File: src/rtl/dbus_dma_pkg.sv
// Shared definitions for the dbus DMA initiator: bus handshake structs,
// FSM state type, word size and an address-step helper.
package dbus_dma_pkg;

    // Master -> peripheral request bundle
    typedef struct packed {
        logic [31:0] addr;
        logic [31:0] w_data;
        logic        w_en;
        logic        req;
    } type_dbus2peri_s;

    // Peripheral -> master response bundle
    typedef struct packed {
        logic [31:0] r_data;
        logic        ack;
    } type_peri2dbus_s;

    typedef enum logic [1:0] {
        IDLE = 2'd0,
        RD   = 2'd1,
        WR   = 2'd2,
        DONE = 2'd3
    } type_dma_state_e;

    localparam int unsigned DMA_WORD_BYTES = 4;

    // Next address for one beat; wraps modulo 2^32, low bits pass through
    function automatic logic [31:0] addr_step(input logic [31:0] addr, input logic inc);
        return inc ? (addr + 32'(DMA_WORD_BYTES)) : addr;
    endfunction

endpackage

File: src/rtl/dbus_dma_addr_gen.sv
// Source/destination address registers for the DMA. Both channels share
// one structure: load base and increment mode on start, step on advance.
module dbus_dma_addr_gen
    import dbus_dma_pkg::*;
(
    input  logic        clk,
    input  logic        rst_n,
    input  logic        load,
    input  logic        adv,
    input  logic [31:0] cfg_src,
    input  logic [31:0] cfg_dst,
    input  logic        cfg_sinc,
    input  logic        cfg_dinc,
    output logic [31:0] src_addr,
    output logic [31:0] dst_addr
);

    // Channel 0 is the source, channel 1 the destination
    logic [1:0][31:0] cfg_addr;
    logic [1:0]       cfg_inc;
    logic [1:0][31:0] addr_all;

    assign cfg_addr = {cfg_dst, cfg_src};
    assign cfg_inc  = {cfg_dinc, cfg_sinc};

    genvar gi;
    generate
        for (gi = 0; gi < 2; gi++) begin : g_chan
            logic [31:0] addr_reg;
            logic        inc_reg;

            // Load base on start, then step by one word per completed beat
            always_ff @(posedge clk or negedge rst_n) begin
                if (!rst_n) begin
                    addr_reg <= '0;
                    inc_reg  <= 1'b0;
                end else if (load) begin
                    addr_reg <= cfg_addr[gi];
                    inc_reg  <= cfg_inc[gi];
                end else if (adv) begin
                    addr_reg <= addr_step(addr_reg, inc_reg);
                end
            end

            assign addr_all[gi] = addr_reg;
        end
    endgenerate

    assign src_addr = addr_all[0];
    assign dst_addr = addr_all[1];

endmodule

File: src/rtl/dbus_dma.sv
// dbus DMA initiator: copies cfg_len_i words from source to destination
// with alternating read and write beats on the dbus handshake.
// Optional feature: define DBUS_DMA_TIMEOUT_EN to abandon a request that
// has not been acknowledged within TOUT_CYC cycles.
module dbus_dma
    import dbus_dma_pkg::*;
#(
    parameter int LEN_W = 16
`ifdef DBUS_DMA_TIMEOUT_EN
    , parameter int TOUT_CYC = 64
`endif
) (
    input  logic             clk,
    input  logic             rst_n,
    input  logic             start_i,
    input  logic             abort_i,
    input  logic [31:0]      cfg_src_i,
    input  logic [31:0]      cfg_dst_i,
    input  logic [LEN_W-1:0] cfg_len_i,
    input  logic             cfg_sinc_i,
    input  logic             cfg_dinc_i,
    output type_dbus2peri_s  dma2dbus_o,
    input  type_peri2dbus_s  dbus2dma_i,
    output logic             busy_o,
    output logic             done_o,
    output logic             err_o
);

    type_dma_state_e state_reg, state_next;
    type_dbus2peri_s bus_reg, bus_next;
    logic [31:0]      buf_reg, buf_next;
    logic [LEN_W-1:0] cnt_reg, cnt_next;
    logic             abort_reg, abort_next;
    logic             err_reg, err_next;
    logic             abort_pend;
    logic             addr_load;
    logic             addr_adv;
    logic [31:0]      src_addr;
    logic [31:0]      dst_addr;

`ifdef DBUS_DMA_TIMEOUT_EN
    localparam int WAIT_W = $clog2(TOUT_CYC + 1);
    logic [WAIT_W-1:0] wait_reg, wait_next;
`endif

    dbus_dma_addr_gen u_addr_gen (
        .clk      (clk),
        .rst_n    (rst_n),
        .load     (addr_load),
        .adv      (addr_adv),
        .cfg_src  (cfg_src_i),
        .cfg_dst  (cfg_dst_i),
        .cfg_sinc (cfg_sinc_i),
        .cfg_dinc (cfg_dinc_i),
        .src_addr (src_addr),
        .dst_addr (dst_addr)
    );

    // State and datapath registers; reset drops req immediately
    always_ff @(posedge clk or negedge rst_n) begin
        if (!rst_n) begin
            state_reg <= IDLE;
            bus_reg   <= '0;
            buf_reg   <= '0;
            cnt_reg   <= '0;
            abort_reg <= 1'b0;
            err_reg   <= 1'b0;
`ifdef DBUS_DMA_TIMEOUT_EN
            wait_reg  <= '0;
`endif
        end else begin
            state_reg <= state_next;
            bus_reg   <= bus_next;
            buf_reg   <= buf_next;
            cnt_reg   <= cnt_next;
            abort_reg <= abort_next;
            err_reg   <= err_next;
`ifdef DBUS_DMA_TIMEOUT_EN
            wait_reg  <= wait_next;
`endif
        end
    end

    // Next-state logic. A request is raised on the cycle after the previous
    // ack was sampled (req low for one dead cycle), held until ack, then
    // dropped on the edge that samples ack.
    always_comb begin
        state_next = state_reg;
        bus_next   = bus_reg;
        buf_next   = buf_reg;
        cnt_next   = cnt_reg;
        abort_next = abort_reg;
        err_next   = err_reg;
        addr_load  = 1'b0;
        addr_adv   = 1'b0;
        abort_pend = abort_reg | abort_i;
`ifdef DBUS_DMA_TIMEOUT_EN
        wait_next  = wait_reg;
`endif

        case (state_reg)
            IDLE: begin
                // Abort is ignored here; a start in the same cycle wins
                if (start_i) begin
                    err_next   = 1'b0;
                    abort_next = 1'b0;
                    if (cfg_len_i != '0) begin
                        addr_load     = 1'b1;
                        cnt_next      = cfg_len_i;
                        bus_next      = '0;
                        bus_next.req  = 1'b1;
                        bus_next.addr = cfg_src_i;
`ifdef DBUS_DMA_TIMEOUT_EN
                        wait_next     = '0;
`endif
                        state_next    = RD;
                    end else begin
                        state_next = DONE;
                    end
                end
            end

            RD: begin
                abort_next = abort_pend;
                if (!bus_reg.req) begin
                    bus_next      = '0;
                    bus_next.req  = 1'b1;
                    bus_next.addr = src_addr;
`ifdef DBUS_DMA_TIMEOUT_EN
                    wait_next     = '0;
`endif
                end else if (dbus2dma_i.ack) begin
                    // Read data is always written back, even if abort is pending
                    buf_next   = dbus2dma_i.r_data;
                    bus_next   = '0;
                    state_next = WR;
                end
`ifdef DBUS_DMA_TIMEOUT_EN
                else if (wait_reg == WAIT_W'(TOUT_CYC - 1)) begin
                    bus_next   = '0;
                    err_next   = 1'b1;
                    state_next = DONE;
                end else begin
                    wait_next = wait_reg + 1'b1;
                end
`endif
            end

            WR: begin
                abort_next = abort_pend;
                if (!bus_reg.req) begin
                    bus_next        = '0;
                    bus_next.req    = 1'b1;
                    bus_next.w_en   = 1'b1;
                    bus_next.addr   = dst_addr;
                    bus_next.w_data = buf_reg;
`ifdef DBUS_DMA_TIMEOUT_EN
                    wait_next       = '0;
`endif
                end else if (dbus2dma_i.ack) begin
                    bus_next = '0;
                    addr_adv = 1'b1;
                    if (cnt_reg != '0) begin
                        cnt_next = cnt_reg - 1'b1;
                    end
                    if ((cnt_reg <= LEN_W'(1)) || abort_pend) begin
                        err_next   = err_reg | abort_pend;
                        state_next = DONE;
                    end else begin
                        state_next = RD;
                    end
                end
`ifdef DBUS_DMA_TIMEOUT_EN
                else if (wait_reg == WAIT_W'(TOUT_CYC - 1)) begin
                    // cnt_reg is kept so software can see the words left
                    bus_next   = '0;
                    err_next   = 1'b1;
                    state_next = DONE;
                end else begin
                    wait_next = wait_reg + 1'b1;
                end
`endif
            end

            DONE: begin
                abort_next = 1'b0;
                state_next = IDLE;
            end

            default: begin
                state_next = IDLE;
            end
        endcase
    end

    assign dma2dbus_o = bus_reg;
    assign busy_o     = (state_reg != IDLE);
    assign done_o     = (state_reg == DONE);
    assign err_o      = err_reg;

endmodule

File: config.mk
export PLATFORM = sky130hd
export DESIGN_NAME = dbus_dma
export DESIGN_NICKNAME = d
export VERILOG_FILES = /design/src/rtl/dbus_dma_pkg.sv /design/src/rtl/dbus_dma_addr_gen.sv /design/src/rtl/dbus_dma.sv
export SDC_FILE = /design/constraint.sdc
export NUM_CORES = 1
export LEC_CHECK = 0
export CAP_MARGIN = 20
export CORE_ASPECT_RATIO = 1.1
export CORE_MARGIN = 8
export CORE_UTILIZATION = 40
export CTS_CLUSTER_SIZE = 28
export DETAILED_ROUTE_END_ITERATION = 10
export PLACE_DENSITY = 0.68
export REMOVE_ABC_BUFFERS = 1
export SKIP_LAST_GASP = 1
export SYNTH_ARGS = -nofsm -noshare
export SYNTH_HDL_FRONTEND = slang
export SYNTH_SLANG_ARGS = --single-unit
File: constraint.sdc
create_clock -name clk -period 2.85 [get_ports clk]
set_input_delay 0.855 -clock clk [delete_from_list [all_inputs] [get_ports clk]]
set_output_delay 0.855 -clock clk [all_outputs]
set_load 0.02 [all_outputs]
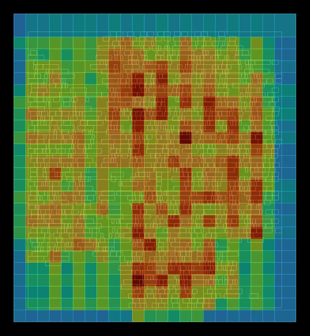
Fig. 1. Congestion heat map.
met2 layer usage reported by global route: 30.9%
GR Util met1: 26.2%

==> run summary <==
Results of the full flow below.

CTS:
- The run puts the maximum root-to-sink buffer count at 2.
- The timing report gives the clock slew at the launch and capture registers of the worst setup and hold paths as 0.07 ns.
- Buffers inserted during clock tree synthesis total 17.
- The run gives the hold buffer count at CTS as 0.
- TritonCTS built the clock tree.

Logic synthesis:
- dfrtp_1 takes more of the synthesized area than any other cell.
- The run gives the share of the synthesized area in the top cell type as 47.6%.
- By count the netlist is led by nand2_1, dfrtp_1, o21ai_0, a21oi_1, clkbuf_1.
- The run puts the share of synthesized cell area in and-or and or-and compound cells at 17.1%.
- Sequential cells were found to cover 47.6% of the synthesized design area.
- The post-synth register bit count is 184.
- The synthesis report gives the async set-or-reset register share as 100%.
- The run puts the XOR/XNOR share of the synthesized area at 5.16%.
- After Yosys synthesis, and, or, nand and nor cells account for 20.6% of the synthesized area.
- The synthesis report lists the Yosys warning total as 0.
- According to the Yosys statistics, the synthesized design has a chip area of 9670 um^2.

Setup path:
- The run puts the maximum fanout encountered on the critical timing path at 18.
- For the worst flop-to-flop path, the logic depth is 8.
- On the critical path, the stage with the largest delay is an instance of clkdlybuf4s50_1.
- For the worst setup path, the data required time is 2.00 ns.
- Broken down by cell family, the worst path's largest delay share belongs to buffers and inverters.
- The run gives the endpoint of the most critical setup path as dma2dbus_o[0].
- The worst setup path is launched from a register.
- STA lists the startpoint of the worst register-to-register path as state_reg[0]$_DFFE_PN0P_.
- Listed in order, past its start point the critical path passes clkdlybuf4s50_1.
- The most critical setup path has its startpoint at dma2dbus_o[0]$_DFFE_PN0P_.

Global routing:
- The run gives the first-pass GRT wire length as 47.4 mm.
- The run gives the global route total overflow as 0.
- Routing resource usage on met3 recorded by global route was 7.21%.
- The run puts the global router's overall resource usage at 20.4%.

Final layout:
- The run puts the combinational share of cell area at 36.3%.
- In the final design, more cell area goes to logic gates than to any other class.
- The area growth from synthesis to layout is 33.8%.
- The run puts the total inserted antenna cells at 1.
- The finished cells cover 12900 um^2.
- By instance count after routing, the leading logic cell type is nand2_1.
- Of the cells placed in the final design, the portion with a size suffix greater than 1 is 13.3%.
- The most common logic cells in the final layout are nand2_1, clkdlybuf4s50_1, dfrtp_1.
- The number of sequential cells reported for the layout is 184.

Pwr:
- Power comes to 13.9 mW.
- The power report attributes to the sequential group a share of 35.3%.
- The run gives the worst-case vdd ir drop as 657 uV.
- The run gives the sequential group power as 4.90 mW.
- The run puts the combinational logic power at 6.55 mW.
- The run gives the switching fraction of total power as 42.3%.
- The dominant power group in this design is combinational logic.
- The run puts the areal power density over the cells at 1070 nW/um^2.
- Per report_power, the Clock row totals 2.45 mW.
- The run gives the total leakage power as 5.11 nW.
- The run gives the total internal power as 8.02 mW.

Final timing:
- Setup repair after global routing left no endpoint under its margin.
- Dividing the final minimum period by the clock period gives 97.7%.
- The critical path in the final layout is reported with a setup slack of 0.0668 ns.
- The clock period could shrink to 2.78 ns.
- Final hold analysis gives a worst-case slack of 0.311 ns.
- The worst-case max-slew headroom was logged as 49.3%.

Floorplan:
- The run gives the share of the core filled by cells before placement as 40.8%.
- Per the OpenROAD floorplan log, the area of the core is 23700 um^2.

Detailed routing:
- In the routed design, unresolved DRC markers number 0.
- The run gives the met1 routed wirelength after detailed routing as 12.6 mm.
- The run gives the detailed-route wire length as 29.8 mm.
- The run puts the total vias in the final route at 8747.
- The run gives the uppermost layer routed as met5.

Place:
- The run puts the worst slack at placement at -0.128 ns.
- Per the placement log, port buffering inserted 187 buffers.
- Per the placement report, the placed cell count is 1528.

Run:
- The run gives the count of maximum capacitance violations as 0.
- The run puts the count of warning messages emitted by the tools at 30.

Outcome:
- The run finished with clean final reports.

Hold path:
- Checking hold timing, the worst path is listed with class in2async.
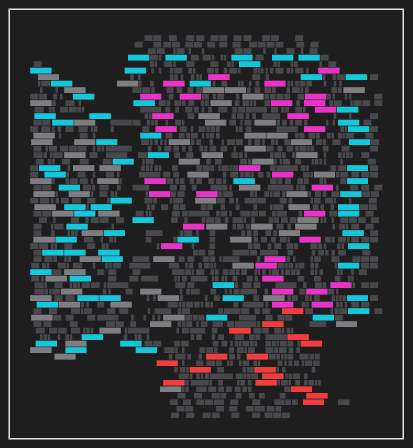
Fig. 2. Sequential cells grouped by signal name.
Other sequential cells in the stronger grey, the rest of the logic in the fainter grey.
Magenta marks u_addr_gen.src_addr, placed flops 32. Red marks cnt_reg, placed flops 16. Cyan marks dma2dbus_o, placed flops 66.
sequential standard cell area: 4600 um^2
final core area utilization: 54.6%

Power figures rest on the tool's default switching activity, not on a simulated workload.
